## src/rtl/lookahead_limiter_pkg.sv

```systemverilog
// Shared constants and types for the lookahead peak limiter.
package limiter_pkg;

  // Gain is unsigned Q1.15, so unity sits at the top bit.
  localparam int GW       = 16;
  localparam int PIPE_LAT = GW + 4;

  typedef logic [GW-1:0] gain_t;

  localparam gain_t UNITY = {1'b1, {(GW-1){1'b0}}};

  typedef enum logic [2:0] {
    IDLE,
    CAPTURE,
    DIV,
    GAIN,
    MULT,
    OUT
  } state_t;

endpackage

```

## src/rtl/lookahead_limiter_if.sv

```systemverilog
// Sample-stream and status bundle between the upstream mixer and the limiter.
interface lookahead_limiter_if #(
  parameter int DW = 24
);
  import limiter_pkg::*;

  logic                 sample_tick_i;
  logic signed [DW-1:0] data_i;
  logic                 enable_i;
  logic [7:0]           threshold_i;
  logic [7:0]           release_i;
  logic signed [DW-1:0] data_o;
  logic                 sample_tick_o;
  gain_t                gain_o;
  logic                 limiting_o;
  logic                 overrun_o;

  modport master (
    output sample_tick_i, data_i, enable_i, threshold_i, release_i,
    input  data_o, sample_tick_o, gain_o, limiting_o, overrun_o
  );

  modport slave (
    input  sample_tick_i, data_i, enable_i, threshold_i, release_i,
    output data_o, sample_tick_o, gain_o, limiting_o, overrun_o
  );

endinterface

```

## src/rtl/lookahead_limiter_serial_divider.sv

```systemverilog
// Restoring unsigned divider producing one quotient bit per clock.
// The dividend is {num_hi, num_lo}; num_hi must be below den so the
// quotient fits in QW bits. done is high during the final step, and
// quot holds the result from the following cycle on.
module serial_divider #(
  parameter int QW  = 16,
  parameter int DVW = 24
) (
  input  logic           clk,
  input  logic           rst,
  input  logic           start,
  input  logic [DVW-1:0] num_hi,
  input  logic [QW-1:0]  num_lo,
  input  logic [DVW-1:0] den,
  output logic [QW-1:0]  quot,
  output logic           done
);

  localparam int CNTW = $clog2(QW + 1);

  logic [DVW-1:0]  rem_q;
  logic [DVW-1:0]  den_q;
  logic [QW-1:0]   shift_q;
  logic [CNTW-1:0] cnt_q;
  logic            busy_q;
  logic [DVW:0]    partial;
  logic [DVW-1:0]  diff;
  logic            fits;

  // One restoring step: shift the next dividend bit into the remainder and try the subtraction.
  always_comb begin
    partial = {rem_q, shift_q[QW-1]};
    diff    = partial[DVW-1:0] - den_q;
    fits    = (partial >= {1'b0, den_q});
  end

  assign done = busy_q && (cnt_q == CNTW'(1));
  assign quot = shift_q;

  // Load operands on start, then retire one quotient bit per cycle for QW cycles.
  always_ff @(posedge clk or posedge rst) begin
    if (rst) begin
      rem_q   <= '0;
      den_q   <= '0;
      shift_q <= '0;
      cnt_q   <= '0;
      busy_q  <= 1'b0;
    end else if (start) begin
      rem_q   <= num_hi;
      den_q   <= den;
      shift_q <= num_lo;
      cnt_q   <= CNTW'(QW);
      busy_q  <= 1'b1;
    end else if (busy_q) begin
      rem_q   <= fits ? diff : partial[DVW-1:0];
      shift_q <= {shift_q[QW-2:0], fits};
      cnt_q   <= cnt_q - CNTW'(1);
      if (cnt_q == CNTW'(1)) begin
        busy_q <= 1'b0;
      end
    end
  end

endmodule

```

## src/rtl/lookahead_limiter.sv

```systemverilog
// Output-stage peak limiter. Each sample is written into a LOOKAHEAD-deep
// delay line while its gain target is computed, so gain reduction reaches
// the output before the peak itself does. Gain recovers linearly after a
// hold of LOOKAHEAD ticks. Every accepted tick takes a fixed path through
// the FSM and produces one output tick PIPE_LAT clocks later.
module lookahead_limiter
  import limiter_pkg::*;
#(
  parameter int DW        = 24,
  parameter int LOOKAHEAD = 16
) (
  input  logic               clk_i,
  input  logic               srst_i,
  lookahead_limiter_if.slave bus
);

  localparam int AW = (LOOKAHEAD > 1) ? $clog2(LOOKAHEAD) : 1;
  localparam int CW = AW + 1;
  localparam int PW = DW + GW + 1;

  localparam logic [CW-1:0]        LA_CNT   = CW'(LOOKAHEAD);
  localparam logic [AW-1:0]        PTR_ONE  = AW'(1);
  localparam logic [CW-1:0]        CNT_ONE  = CW'(1);
  localparam logic [DW-1:0]        ONE_D    = {{(DW-1){1'b0}}, 1'b1};
  localparam logic [DW-1:0]        NEG_FULL = {1'b1, {(DW-1){1'b0}}};
  localparam logic [DW-1:0]        POS_FULL = {1'b0, {(DW-1){1'b1}}};
  localparam logic signed [PW-1:0] Y_MAX    = {{(GW+2){1'b0}}, {(DW-1){1'b1}}};
  localparam logic signed [PW-1:0] Y_MIN    = {{(GW+2){1'b1}}, {(DW-1){1'b0}}};
  localparam logic signed [PW-1:0] ROUND    = {{(DW+2){1'b0}}, 1'b1, {(GW-2){1'b0}}};

  state_t               state;
  logic [AW-1:0]        wr_ptr;
  logic [CW-1:0]        fill_cnt;
  logic [CW-1:0]        hold_cnt;
  logic signed [DW-1:0] sample_q;
  logic signed [DW-1:0] delayed_q;
  logic signed [DW-1:0] y_q;
  logic                 zero_out_q;
  logic                 need_div_q;
  logic [7:0]           rel_q;
  gain_t                gain_q;

  logic signed [DW-1:0] delay_mem [LOOKAHEAD];

  logic [DW-1:0]        abs_val;
  logic [7:0]           thr_eff;
  logic [DW-1:0]        thr_val;
  logic                 div_start;
  logic                 div_done;
  gain_t                div_quot;
  gain_t                target;
  logic [GW:0]          rel_sum;
  gain_t                rel_gain;
  logic signed [PW-1:0] d_ext;
  logic signed [PW-1:0] g_ext;
  logic signed [PW-1:0] prod;
  logic signed [PW-1:0] prod_sh;
  logic signed [DW-1:0] y_next;

  // Magnitude of the captured sample; the most negative code clamps to full scale.
  always_comb begin
    abs_val = sample_q;
    if (sample_q == NEG_FULL) begin
      abs_val = POS_FULL;
    end else if (sample_q[DW-1]) begin
      abs_val = ~sample_q + ONE_D;
    end
  end

  // Threshold level aligned to the sample scale; a zero setting behaves as one.
  always_comb begin
    thr_eff = (bus.threshold_i == 8'd0) ? 8'd1 : bus.threshold_i;
    thr_val = {{(DW-8){1'b0}}, thr_eff} << (GW - 1);
  end

  assign div_start = (state == CAPTURE);

  // T * 2^(GW-1) / abs is computed as (T/2) * 2^GW / abs, which keeps the
  // high dividend word below the divisor whenever the result is used.
  serial_divider #(
    .QW  (GW),
    .DVW (DW)
  ) u_div (
    .clk    (clk_i),
    .rst    (srst_i),
    .start  (div_start),
    .num_hi (thr_val >> 1),
    .num_lo ('0),
    .den    (abs_val),
    .quot   (div_quot),
    .done   (div_done)
  );

  // Gain target and linear release step, capped at unity.
  always_comb begin
    target   = need_div_q ? div_quot : UNITY;
    rel_sum  = {1'b0, gain_q} + {{(GW-7){1'b0}}, rel_q};
    rel_gain = (rel_sum > {1'b0, UNITY}) ? UNITY : rel_sum[GW-1:0];
  end

  // Rounded Q1.15 scaling of the delayed sample, saturated to the sample width.
  always_comb begin
    d_ext   = {{(GW+1){delayed_q[DW-1]}}, delayed_q};
    g_ext   = {{(DW+1){1'b0}}, gain_q};
    prod    = d_ext * g_ext + ROUND;
    prod_sh = prod >>> (GW - 1);
    if (prod_sh > Y_MAX) begin
      y_next = Y_MAX[DW-1:0];
    end else if (prod_sh < Y_MIN) begin
      y_next = Y_MIN[DW-1:0];
    end else begin
      y_next = prod_sh[DW-1:0];
    end
  end

  // Delay line: read the oldest sample and overwrite it with the new one in CAPTURE.
  always_ff @(posedge clk_i) begin
    if (state == CAPTURE) begin
      delayed_q         <= delay_mem[wr_ptr];
      delay_mem[wr_ptr] <= sample_q;
    end
  end

  // Sequencer for one sample: capture, divide, update gain, scale, publish.
  always_ff @(posedge clk_i or posedge srst_i) begin
    if (srst_i) begin
      state             <= IDLE;
      wr_ptr            <= '0;
      fill_cnt          <= '0;
      hold_cnt          <= '0;
      sample_q          <= '0;
      y_q               <= '0;
      zero_out_q        <= 1'b1;
      need_div_q        <= 1'b0;
      rel_q             <= '0;
      gain_q            <= UNITY;
      bus.data_o        <= '0;
      bus.sample_tick_o <= 1'b0;
      bus.gain_o        <= UNITY;
      bus.limiting_o    <= 1'b0;
      bus.overrun_o     <= 1'b0;
    end else begin
      bus.sample_tick_o <= 1'b0;
      if (bus.sample_tick_i && (state != IDLE)) begin
        bus.overrun_o <= 1'b1;
      end
      case (state)
        IDLE: begin
          if (bus.sample_tick_i) begin
            sample_q <= bus.data_i;
            state    <= CAPTURE;
          end
        end
        CAPTURE: begin
          wr_ptr     <= wr_ptr + PTR_ONE;
          zero_out_q <= (fill_cnt != LA_CNT);
          if (fill_cnt != LA_CNT) begin
            fill_cnt <= fill_cnt + CNT_ONE;
          end
          need_div_q <= (abs_val > thr_val);
          rel_q      <= bus.release_i;
          state      <= DIV;
        end
        DIV: begin
          if (div_done) begin
            state <= GAIN;
          end
        end
        GAIN: begin
          if (!bus.enable_i) begin
            gain_q   <= UNITY;
            hold_cnt <= '0;
          end else if (target < gain_q) begin
            gain_q   <= target;
            hold_cnt <= LA_CNT;
          end else if (hold_cnt != '0) begin
            hold_cnt <= hold_cnt - CNT_ONE;
          end else begin
            gain_q <= rel_gain;
          end
          state <= MULT;
        end
        MULT: begin
          y_q   <= y_next;
          state <= OUT;
        end
        OUT: begin
          bus.data_o        <= zero_out_q ? '0 : y_q;
          bus.sample_tick_o <= 1'b1;
          bus.gain_o        <= gain_q;
          bus.limiting_o    <= (gain_q < UNITY);
          state             <= IDLE;
        end
        default: begin
          state <= IDLE;
        end
      endcase
    end
  end

endmodule

```

## src/flat_wrapper.sv

```systemverilog
// flat-port wrapper written by rule: the top's interface ports become plain ports
module lookahead_limiter_flat import limiter_pkg::*;
#(
  parameter int DW        = 24,
  parameter int LOOKAHEAD = 16
)
  (clk_i, srst_i, bus_sample_tick_i, bus_data_i, bus_enable_i, bus_threshold_i, bus_release_i, bus_data_o, bus_sample_tick_o, bus_gain_o, bus_limiting_o, bus_overrun_o);
  lookahead_limiter_if #(.DW(DW)) bus_i ();
  input  logic clk_i;
  input  logic srst_i;
  input wire logic [$bits(bus_i.sample_tick_i)-1:0] bus_sample_tick_i;
  input wire logic [$bits(bus_i.data_i)-1:0] bus_data_i;
  input wire logic [$bits(bus_i.enable_i)-1:0] bus_enable_i;
  input wire logic [$bits(bus_i.threshold_i)-1:0] bus_threshold_i;
  input wire logic [$bits(bus_i.release_i)-1:0] bus_release_i;
  output wire logic [$bits(bus_i.data_o)-1:0] bus_data_o;
  output wire logic [$bits(bus_i.sample_tick_o)-1:0] bus_sample_tick_o;
  output wire logic [$bits(bus_i.gain_o)-1:0] bus_gain_o;
  output wire logic [$bits(bus_i.limiting_o)-1:0] bus_limiting_o;
  output wire logic [$bits(bus_i.overrun_o)-1:0] bus_overrun_o;
  assign bus_i.sample_tick_i = bus_sample_tick_i;
  assign bus_i.data_i = bus_data_i;
  assign bus_i.enable_i = bus_enable_i;
  assign bus_i.threshold_i = bus_threshold_i;
  assign bus_i.release_i = bus_release_i;
  assign bus_data_o = bus_i.data_o;
  assign bus_sample_tick_o = bus_i.sample_tick_o;
  assign bus_gain_o = bus_i.gain_o;
  assign bus_limiting_o = bus_i.limiting_o;
  assign bus_overrun_o = bus_i.overrun_o;
  lookahead_limiter #(.DW(DW), .LOOKAHEAD(LOOKAHEAD)) u_core (.clk_i(clk_i), .srst_i(srst_i), .bus(bus_i));
endmodule
```

## config.mk

```make
export PLATFORM = sky130hd
export DESIGN_NAME = lookahead_limiter_flat
export DESIGN_NICKNAME = d
export VERILOG_FILES = /design/src/rtl/lookahead_limiter_pkg.sv /design/src/rtl/lookahead_limiter_if.sv /design/src/rtl/lookahead_limiter_serial_divider.sv /design/src/rtl/lookahead_limiter.sv /design/src/flat_wrapper.sv
export SDC_FILE = /design/constraint.sdc
export NUM_CORES = 2
export LEC_CHECK = 0
export ABC_AREA = 1
export CAP_MARGIN = 20
export CORE_MARGIN = 1
export CORE_UTILIZATION = 35
export DETAILED_ROUTE_END_ITERATION = 10
export PLACE_DENSITY_LB_ADDON = 0.08
export SLEW_MARGIN = 10
export SYNTH_ARGS = -nofsm -noshare
export SYNTH_HDL_FRONTEND = slang
export SYNTH_SLANG_ARGS = --single-unit
```

## constraint.sdc

```tcl
create_clock -name clk_i -period 8 [get_ports clk_i]
set_clock_uncertainty 0.15 [all_clocks]
set_input_delay 1.6 -clock clk_i [delete_from_list [all_inputs] [get_ports clk_i]]
set_output_delay 1.6 -clock clk_i [all_outputs]
set_load 0.03 [all_outputs]
```

### Clock wiring as the flow saved it

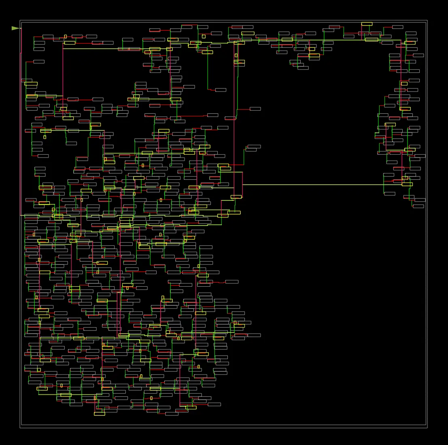
Clock group: 3.31 mW
total number of sequential cells: 612
clock latency of the later-clocked register in the worst-skew pair: 0.64 ns
number of buffers created by CTS: 73
clock buffers: 100

### A small window of the routed layout

Window x 250 to 280, y 73 to 103 um. Cells in gray, sequential cells in the stronger gray; small squares are vias.
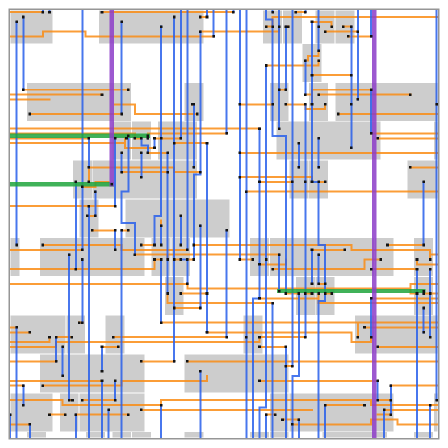
color	layer
orange	M1
purple	M4
blue	M2
green	M3
sequential cells in the window	0
most frequent	nand2_1 (20), fa_1 (12), inv_1 (9)
cells with their middle in the window	44

==> flow_summary.html <==
<p>Metrics extracted from the flow reports.</p>
<table>
<tr><th>Metric</th><th>Value</th></tr>
<tr><th colspan="2">Run status</th></tr>
<tr><td>Result of the run</td><td>finished, final reports clean</td></tr>
<tr><th colspan="2">Power and ir drop</th></tr>
<tr><td>Biggest power consumer among the groups</td><td>combinational cells</td></tr>
<tr><td>Register share of total power</td><td>between 20 and 30%</td></tr>
<tr><td>Static leakage</td><td>about 23 nW</td></tr>
<tr><td>Relative contribution of the clock network to total power</td><td>between 15 and 20%</td></tr>
<tr><td>Power density of the placed cells</td><td>420 nW/um2</td></tr>
<tr><td>Net switching component of the power</td><td>10.1 mW</td></tr>
<tr><td>Sw Ratio</td><td>49.9%</td></tr>
<tr><td>Max VDD drop</td><td>0.259 mV</td></tr>
<tr><td>Seq power</td><td>5.52 mW</td></tr>
<tr><td>Combinational gate power</td><td>11.4 mW</td></tr>
<tr><td>Comb pwr share</td><td>56.3%</td></tr>
<tr><td>Internal Pwr Total</td><td>just over 10 mW</td></tr>
<tr><th colspan="2">Setup path</th></tr>
<tr><td>Setup Crit Path Kind</td><td>register to register</td></tr>
<tr><td>Data arrival time of the critical path</td><td>7.33 ns</td></tr>
<tr><td>Largest fanout on the critical path</td><td>23</td></tr>
<tr><td>Kind of start point of the critical path</td><td>register</td></tr>
<tr><td>Worst path required time</td><td>8.34 ns</td></tr>
<tr><td>Logic depth of the worst register-to-register path</td><td>21</td></tr>
<tr><td>Beginning of the critical path</td><td>u_core.delayed_q[23]$_DFFE_PP_</td></tr>
<tr><td>Beginning of the worst register-to-register path</td><td>u_core.delayed_q[23]$_DFFE_PP_</td></tr>
<tr><td>Type of element capturing the critical path</td><td>register</td></tr>
<tr><td>Terminus of the critical flop-to-flop path</td><td>u_core.y_q[21]$_DFFE_PP0N_</td></tr>
<tr><td>Setup slack on the worst flop-to-flop path</td><td>about 1.0 ns</td></tr>
<tr><td>Critical Path Sink</td><td>u_core.y_q[21]$_DFFE_PP0N_</td></tr>
<tr><th colspan="2">Yosys</th></tr>
<tr><td>Count of synthesis-stage warnings from yosys</td><td>0</td></tr>
<tr><td>Post-synth EDFFs</td><td>408</td></tr>
<tr><td>Post-synthesis instance area</td><td>43100 um2</td></tr>
<tr><td>Share of cell area taken by muxes after synthesis</td><td>less than 1%</td></tr>
<tr><td>Compound-cell area share of the yosys netlist</td><td>8.64%</td></tr>
<tr><td>Simple-gate portion of the synthesized area</td><td>16.0%</td></tr>
<tr><td>Post-synthesis async set-or-reset flop share</td><td>33.3%</td></tr>
<tr><td>Synthesized net count</td><td>5393</td></tr>
<tr><td>Summed standard-cell area reported by yosys</td><td>between 40000 and 50000 um2</td></tr>
<tr><td>Syn_area_per_cell</td><td>around 9 um2</td></tr>
<tr><td>Arithmetic-cell share of the synthesized area counting full adders, half adders and majority gates</td><td>between 20% and 30%</td></tr>
<tr><td>Largest logic family</td><td>adder cells</td></tr>
<tr><td>Main synth FF type</td><td>edfxtp_1</td></tr>
<tr><td>Distinct lib cells</td><td>59</td></tr>
<tr><td>XOR-XNOR Cells, Area Fraction</td><td>about 1.3%</td></tr>
<tr><td>Synthesized registers</td><td>612</td></tr>
<tr><td>Sequential fraction of the synthesis area</td><td>40.3%</td></tr>
<tr><td>Count of instantiated cells in the yosys netlist</td><td>about 4800</td></tr>
<tr><td>Post-Syn Instances</td><td>roughly 4800</td></tr>
<tr><th colspan="2">Die</th></tr>
<tr><td>Number of ports placed on the die boundary</td><td>about 87</td></tr>
<tr><td>Die boundary height</td><td>around 350 um</td></tr>
<tr><td>Fp util</td><td>between 30% and 40%</td></tr>
<tr><td>Die width</td><td>353 um</td></tr>
<tr><td>Area inside the core boundary</td><td>122000 um2</td></tr>
<tr><td>Inserted tap cell count</td><td>1625</td></tr>
<tr><td>Total die size</td><td>124000 um2</td></tr>
<tr><td>Number of placement rows</td><td>128</td></tr>
<tr><th colspan="2">Finish</th></tr>
<tr><td>Multi-input combinational cell count</td><td>slightly below 3000</td></tr>
<tr><td>Layout buffering overhead excluding clock cells</td><td>2.89%</td></tr>
<tr><td>Number of fill cells</td><td>12400</td></tr>
<tr><td>Flip-flop and latch share of the layout cell area</td><td>36.1%</td></tr>
<tr><td>Relative area of clock buffers and inverters in the final design</td><td>4.98%</td></tr>
<tr><td>Proportion of layout cells with a drive suffix above 1</td><td>under 10%</td></tr>
<tr><td>Sequential cell area</td><td>17400 um2</td></tr>
<tr><td>Leading cell types in the layout, fill and taps excluded</td><td>nand2_1, inv_1, edfxtp_1</td></tr>
<tr><td>Layout overhead on the synthesized area</td><td>11.7%</td></tr>
<tr><td>Combinational cell area excluding buffers and inverters</td><td>21200 um2</td></tr>
<tr><td>Dominant kind of cell by area</td><td>multi-input combinational cells</td></tr>
<tr><td>Non-clock buffers</td><td>152</td></tr>
<tr><td>Inserted Diodes</td><td>1</td></tr>
<tr><td>Most instantiated logic cell after routing</td><td>nand2_1</td></tr>
<tr><td>Non-filler instance count after layout</td><td>6478</td></tr>
<tr><td>Non-clock inverter count in the final layout</td><td>975</td></tr>
<tr><td>Multi-input logic portion of the cell area</td><td>between 40% and 50%</td></tr>
<tr><td>Number of nets at the end of the flow</td><td>approximately 5400</td></tr>
<tr><th colspan="2">Routing</th></tr>
<tr><td>Post-DRT Antenna Nets</td><td>0</td></tr>
<tr><td>Routed WL per cell</td><td>between 15 and 20 um</td></tr>
<tr><td>Total wirelength of the detailed-routed design</td><td>124000 um</td></tr>
<tr><td>Number of design rule violations left after detail routing</td><td>0</td></tr>
<tr><td>DRC violation total after the first TritonRoute iteration</td><td>2201</td></tr>
<tr><td>Total via count after detailed routing</td><td>between 30000 and 40000</td></tr>
<tr><td>First-pass DRT Iterations</td><td>5</td></tr>
<tr><td>Post-detailed-route via-to-cell ratio</td><td>between 4 and 5</td></tr>
<tr><th colspan="2">Clock network</th></tr>
<tr><td>CTS Root Buffer Type</td><td>clkbuf_16</td></tr>
<tr><td>H-Tree Depth</td><td>3</td></tr>
<tr><td>Number of clock sinks</td><td>about 610</td></tr>
<tr><td>TritonCTS clock tree</td><td>done</td></tr>
<tr><td>Number of hold-repair buffers added at the cts stage</td><td>0</td></tr>
<tr><td>Post-CTS repair timing setup buffer count</td><td>0</td></tr>
<tr><td>Post-cts gate resize count</td><td>0</td></tr>
<tr><td>Register clock-pin slew on the reported worst setup and hold paths</td><td>0.05 ns</td></tr>
<tr><td>CTS max path bufs</td><td>3</td></tr>
<tr><th colspan="2">Final timing</th></tr>
<tr><td>Count of final max-slew check failures</td><td>0</td></tr>
<tr><td>Cycle use final</td><td>87.3%</td></tr>
<tr><td>Number of setup violations in the final report</td><td>0</td></tr>
<tr><td>Setup repair after global routing missed its margin</td><td>false</td></tr>
<tr><td>Final-layout setup total negative slack</td><td>0 ns</td></tr>
<tr><td>Max_slew headroom</td><td>32.6%</td></tr>
<tr><td>Fmax</td><td>143 MHz</td></tr>
<tr><td>Time the final worst path needs with I/O delays and setup</td><td>roughly 7 ns</td></tr>
<tr><td>Total count of hold-check failures in the final report</td><td>0</td></tr>
<tr><td>Least-Margin Pin Slew</td><td>1.01 ns</td></tr>
<tr><th colspan="2">Place</th></tr>
<tr><td>Cell total after placement</td><td>about 6300</td></tr>
<tr><td>Detailed Place HPWL</td><td>89300 um</td></tr>
<tr><td>RePlAce Congestion</td><td>0.863</td></tr>
<tr><td>PortBufs</td><td>approximately 86</td></tr>
<tr><th colspan="2">GRT</th></tr>
<tr><td>Antenna violations before repair</td><td>2</td></tr>
<tr><td>Via count of the first global-routing pass</td><td>31900</td></tr>
<tr><td>Remaining Overflow, GRT</td><td>0</td></tr>
<tr><td>Pin count of the biggest net entering global routing</td><td>91</td></tr>
<tr><td>Combined global-route utilization of all metal layers</td><td>20.2%</td></tr>
<tr><td>First-pass GRT wire length</td><td>193000 um</td></tr>
<tr><th colspan="2">Flow run</th></tr>
<tr><td>Warning total across the stage logs</td><td>33</td></tr>
<tr><td>Max_cap viols</td><td>0</td></tr>
<tr><th colspan="2">Worst hold path</th></tr>
<tr><td>Launch point of the worst hold path</td><td>u_core.bus.overrun_o$_DFFE_PP0P_</td></tr>
<tr><td>Class of the most critical hold timing path</td><td>register to register</td></tr>
</table>
[per-stage QoR]
stage          power (mW)  setup WS [ns]  utilization, %  area, um2  hold WS (ns)
3_3_place_gp         17.1           1.02            37.4      45600         0.294
4_1_cts              20.5          0.889            39.4      48000         0.317
6_report             20.2           1.01            39.4      48100         0.306
5_1_grt              22.2          0.397            39.4      48100         0.335
2_1_floorplan        13.5          0.688               -      43100         0.296
3_5_place_dp         17.1          0.944            37.5      45700         0.304
[sequential cells by signal (all words and copies together) (netlist names), 3 cells and up]
signal	cells
u_core.bus.gain_o	16
u_core.sample_q	24
u_core.delay_mem	384
u_core.u_div.quot	16
u_core.bus.data_o	24
u_core.rel_q	8
u_core.state	3
u_core.wr_ptr	4
u_core.gain_q	16
u_core.fill_cnt	5
u_core.y_q	24
u_core.delayed_q	24
u_core.u_div.cnt_q	5
u_core.u_div.den_q	24
u_core.hold_cnt	5
u_core.u_div.rem_q	24
[metal layers]
| layer | part of all wire (%) | vias up | track usage [%] |
|---|---|---|---|
| met4 | 2.0 | 0 | 4.76 |
| met2 | 48 | 574 | 33.8 |
| met5 | 0 | - | 0 |
| met3 | 3.6 | 145 | 2.11 |
| met1 | 47 | 15300 | 28.0 |
| li1 | - | 15000 | - |
[critical path, stage by stage, from the launching register on]
cell	delay (ns)
edfxtp_1	0.76
nand2_1	0.27
fa_1	0.83
fa_1	0.55
inv_1	0.31
fa_1	0.50
fa_1	0.53
fa_1	0.50
inv_1	0.05
fa_1	0.47
inv_1	0.04
ha_1	0.36
nand2_1	0.11
nor2_1	0.23
nand2_1	0.11
o21a_1	0.24
nand2_1	0.10
nand2_1	0.06
nand2_1	0.07
nand3_1	0.10
nand2_4	0.35
a21oi_1	0.14
[synth_stat cells (all sizes together) (4+ instances only)]
| master | instances | share of area [%] |
|---|---|---|
| o21ai | 352 | 4.1 |
| o21a | 5 | 0.087 |
| a21oi | 150 | 2.0 |
| a21boi | 4 | 0.11 |
| buf | 35 | 0.60 |
| nand3 | 101 | 1.4 |
| ha | 184 | 5.3 |
| edfxtp | 408 | 28 |
| a31oi | 4 | 0.058 |
| nand3b | 8 | 0.14 |
| o22ai | 116 | 1.7 |
| xnor2 | 24 | 0.49 |
| a21o | 9 | 0.16 |
| inv | 974 | 8.5 |
| nand2 | 1099 | 9.8 |
| nand4 | 48 | 0.70 |
| nor2 | 399 | 3.5 |
| dfrtp | 201 | 12 |
| o211ai | 6 | 0.12 |
| clkbuf | 181 | 1.6 |
| nor3 | 27 | 0.33 |
| fa | 378 | 18 |
| xor2 | 39 | 0.81 |
| o21bai | 11 | 0.19 |
[how the worst min path moves through the flow]
stage / slack, ns / cells past startpoint / end
detailed placement: 0.30 / 1 / u_core.bus.overrun_o$_DFFE_PP0P_
global route: 0.34 / 1 / u_core.bus.overrun_o$_DFFE_PP0P_
finish: 0.31 / 1 / u_core.bus.overrun_o$_DFFE_PP0P_
CTS: 0.32 / 1 / u_core.bus.overrun_o$_DFFE_PP0P_
global placement: 0.29 / 1 / u_core.bus.overrun_o$_DFFE_PP0P_
floorplan: 0.30 / 1 / u_core.fill_cnt[4]$_DFFE_PP0P_
No activity file was given, so power comes from the tool's default toggle rates.
